File: config.mk
export PLATFORM = sky130hd
export DESIGN_NAME = two_64bit_demux
export DESIGN_NICKNAME = d
export VERILOG_FILES = /design/src/rtl/two_64bit_demux.sv
export SDC_FILE = /design/constraint.sdc
export NUM_CORES = 1
export LEC_CHECK = 0
export CAP_MARGIN = 20
export CORE_MARGIN = 4
export CORE_UTILIZATION = 31
export CTS_BUF_LIST = sky130_fd_sc_hd__clkbuf_4
export CTS_CLUSTER_SIZE = 24
export DETAILED_ROUTE_END_ITERATION = 10
export GPL_TIMING_DRIVEN = 0
export PLACE_DENSITY_LB_ADDON = 0.15
export SLEW_MARGIN = 40
export SYNTH_ARGS = -nofsm -noshare
export SYNTH_HDL_FRONTEND = slang
export SYNTH_SLANG_ARGS = --single-unit
File: constraint.sdc
create_clock -name clk -period 9.6 [get_ports clk]
set_clock_uncertainty 0.05 [all_clocks]
set_input_delay 1.92 -clock clk [delete_from_list [all_inputs] [get_ports clk]]
set_output_delay 1.92 -clock clk [all_outputs]
set_load 0.005 [all_outputs]
File: src/rtl/two_64bit_demux.sv
// 1-to-4 demultiplexer feeding four independent DEPTH-entry FIFOs, one per lane,
// with a free-running 16-bit count of accepted input words.
`timescale 1ns/1ps

module two_64bit_demux #(
    parameter int WIDTH = 64,
    parameter int DEPTH = 2
) (
    input  logic             clk,
    input  logic             reset,
    input  logic             in_valid,
    output logic             in_ready,
    input  logic [1:0]       dest,
    input  logic [WIDTH-1:0] in_data,
    output logic [3:0]       out_valid,
    input  logic [3:0]       out_ready,
    output logic [WIDTH-1:0] out_data0,
    output logic [WIDTH-1:0] out_data1,
    output logic [WIDTH-1:0] out_data2,
    output logic [WIDTH-1:0] out_data3,
    output logic [15:0]      xfer_count
);

    localparam int PW = (DEPTH > 2) ? 2 : 1;
    localparam int CW = PW + 1;
    localparam logic [CW-1:0] FULL = CW'(DEPTH);

    logic [WIDTH-1:0] mem [4][DEPTH];
    logic [PW-1:0]    rd_ptr [4];
    logic [PW-1:0]    wr_ptr [4];
    logic [CW-1:0]    count [4];
    logic [CW-1:0]    count_nxt [4];
    logic [3:0]       push;
    logic [3:0]       pop;
    logic [WIDTH-1:0] head [4];

    // A full lane refuses input even while it is being drained this cycle.
    always_comb begin
        in_ready = (count[dest] != FULL);
        for (int i = 0; i < 4; i++) begin
            push[i] = in_valid && in_ready && (dest == 2'(i));
            pop[i]  = out_valid[i] && out_ready[i];
            head[i] = out_valid[i] ? mem[i][rd_ptr[i]] : '0;
            count_nxt[i] = count[i];
            if (push[i] && !pop[i]) begin
                count_nxt[i] = count[i] + CW'(1);
            end else if (!push[i] && pop[i]) begin
                count_nxt[i] = count[i] - CW'(1);
            end
        end
    end

    always_ff @(posedge clk) begin
        if (!reset) begin
            for (int i = 0; i < 4; i++) begin
                if (push[i]) begin
                    mem[i][wr_ptr[i]] <= in_data;
                end
            end
        end
    end

    always_ff @(posedge clk) begin
        if (reset) begin
            for (int i = 0; i < 4; i++) begin
                rd_ptr[i] <= '0;
                wr_ptr[i] <= '0;
                count[i]  <= '0;
            end
            out_valid  <= 4'b0000;
            xfer_count <= 16'h0000;
        end else begin
            for (int i = 0; i < 4; i++) begin
                if (push[i]) begin
                    wr_ptr[i] <= wr_ptr[i] + PW'(1);
                end
                if (pop[i]) begin
                    rd_ptr[i] <= rd_ptr[i] + PW'(1);
                end
                count[i]     <= count_nxt[i];
                out_valid[i] <= (count_nxt[i] != '0);
            end
            if (in_valid && in_ready) begin
                xfer_count <= xfer_count + 16'h0001;
            end
        end
    end

    assign out_data0 = head[0];
    assign out_data1 = head[1];
    assign out_data2 = head[2];
    assign out_data3 = head[3];

endmodule

==> GITHUB_STEP_SUMMARY <==
## Synthesis and layout report

| Metric | Value |
|---|---|
| Status | complete, no violations |
| Synth Instances | 1,295 |
| Post-synthesis register bit count | 548 |
| Area grow syn2layout | 34.4% |
| Gpl congestion | 0.745 |
| CTS Sinks | 548 |
| DR DRC count | 0 |
| Tool Warnings | 26 |
| Synthesized Nets | 1,369 |
| Post-Syn Area | 21,700 sq um |
| Initial Utilization | 31.5% |
| Largest stage delay, worst path | 640 ps |
| Clock tree buffer depth | 3 |
| Max Slew Vio Count | 0 |
| Final setup viols | 0 |
| Number of enable flip-flop cells | 520 |
| Setup total negative slack | 0 ps |
| Top-count cell post-synth | edfxtp_1 |
| Yosys chip area | 21,700 sq um |
| Worst Tran Pin Value | 762 ps |
| Leakage | 0.0101 uW |
| Syn. warnings | 0 |
| Initial antenna violation count | 5 |
| IO Pins | 350 |
| Worst reg2reg setup slack | 6720 ps |
| Fmax | 0.167 GHz |
| Critical path cell sequence | clkdlybuf4s50_1 -> or4b_1 -> nand2_1 -> nor2_1 -> clkdlybuf4s50_1 |
| Drt first-iter violations | 646 |
| Final ANT Viol Nets | 0 |
| Tcrit/Tclk final | 62.4% |
| Ys flop type | edfxtp_1 |
[sequential cells by signal, indices dropped and copies added, names as in the netlist]
name	flops
rd_ptr	4
out_valid	4
count	8
mem	512
wr_ptr	4
xfer_count	16
[per-layer routing]
metal  GRT usage [%]  share of wire (%)
met1            20.5                 42
met3            5.47                6.6
met4            5.06                1.6
met5               0              0.053
met2            28.1                 49
[tightest hold or removal path: stages, from the launching register on]
cell,delay [ps]
dfxtp_1,340
o31ai_1,80
a21oi_1,60
[kinds of logic (layout without fill, tap and decap cells)]
group	count (synthesis)	in the layout	share of synthesized area, %
adders and majority gates	1	1	0.0576
buffers and inverters	72	796	1.39
xor gates and xnor gates	16	16	0.646
other	0	5	0
AOI/OAI and AO/OA	47	47	1.34
DFF	548	548	74.5
and+or+nand+nor	354	354	10.1
muxes	257	257	11.9
[final cells by class]
class                      instances  area, sq um  share of cell area, %
buffer                            65          290                  0.995
antenna                            5         12.5                 0.0429
clock inverter                    34          254                  0.871
timing repair buffer             458         4240                   14.5
clock buffer                     232         1740                   5.97
inverter                           7         26.3                 0.0901
sequential                       548        16200                   55.5
tap                              931         1160                   3.99
multi-input combinational        675         5260                   18.0
[stage by stage]
stage	power, uW	setup WS (ps)	hold slack, ps	util, %	instance area (sq um)
after floorplan	3170	1590	431	-	21700
after global placement	3800	-5080	435	38.2	26300
after detailed placement	3800	3660	455	39.4	27200
after CTS	6000	3670	466	42.3	29200
after global routing	6200	3610	504	42.3	29200
final	5880	3610	470	42.3	29200
[final timing paths]
check | startpoint | end | cells past startpoint
setup / recovery | dest[0] | in_ready | 5
hold / removal | xfer_count[14] | xfer_count[14] | 2
setup reg to reg | count[1][0] | mem[1][27] | 8
hold reg to reg | xfer_count[14] | xfer_count[14] | 2
[power by group]
| part | total [uW] | switching [uW] | leakage [uW] | internal (uW) |
|---|---|---|---|---|
| sequential | 2700 | 28.4 | 0.00493 | 2670 |
| combinational | 1020 | 501 | 0.00403 | 521 |
| clock | 2160 | 954 | 0.00119 | 1200 |
[cells in the final DEF, fill, tap and decap left out, drive strengths merged, types with 3 or more instances in the layout]
| cell type | Yosys | routed |
|---|---|---|
| a21oi | 18 | 18 |
| xnor2 | 12 | 12 |
| o21ai | 8 | 8 |
| or4 | 12 | 12 |
| a221oi | 3 | 3 |
| or3 | 7 | 7 |
| buf | 26 | 136 |
| diode | 0 | 5 |
| nor2b | 257 | 257 |
| clkdlybuf4s50 | 0 | 348 |
| nand2b | 8 | 8 |
| clkbuf | 39 | 271 |
| o31ai | 11 | 11 |
| nand2 | 18 | 18 |
| bufinv | 0 | 4 |
| xor2 | 4 | 4 |
| nor3b | 5 | 5 |
| nor3 | 16 | 16 |
| inv | 7 | 11 |
| clkinv | 0 | 25 |
| nand3 | 11 | 11 |
| edfxtp | 520 | 520 |
| nand4 | 3 | 3 |
| a211oi | 6 | 6 |
| dfxtp | 28 | 28 |
| mux2i | 256 | 256 |
| nor2 | 6 | 6 |
### Signal wires by layer

The bar under the picture is 100 microns long. Only two layers are drawn.
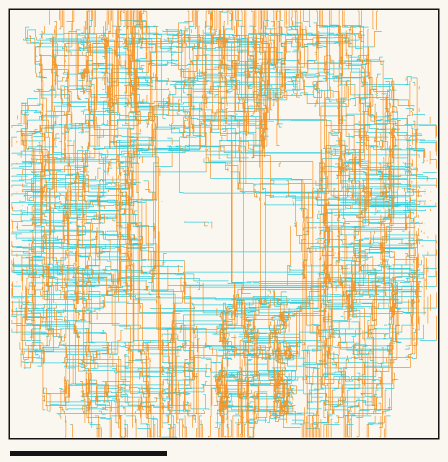
Key: cyan = M1 [wire length 26.5 mm]; orange = M2 [wire length 30.9 mm]

### Signal wires on met3

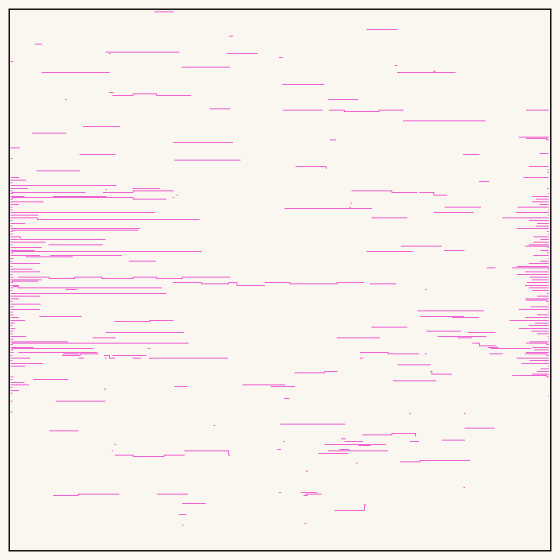
The wires run mostly horizontal. The longest straight run is 95.7 microns.
met3 track demand over resource: 5.47%
Via Count: 13,200

### Signal wires on met2

The bar under the picture is 100 microns long.
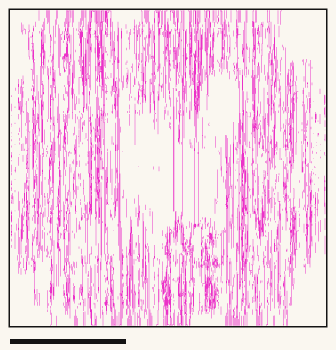
1,733 nets have wire on it. The wires run mostly vertical. The layer holds 49% of the routed length.
final WL: 62,600 microns
met2 GRT Util: 28.1%

### Power grid

The bar under the picture is 100 microns long. Pins as bars on the die edge.
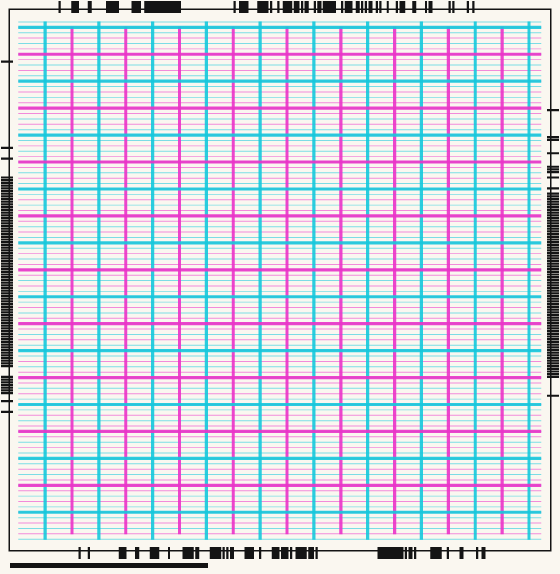
Key: cyan = VSS; magenta = VDD
350 signal pins sit on the boundary. 19 straps on met5. 97 met1 rails follow the rows.
Die X: 273 microns
die height: 273 microns
Worst IR Drop VDD: 0.0862 mV
Core Region: 68,900 sq um

No activity file was given, so power comes from the tool's default toggle rates.
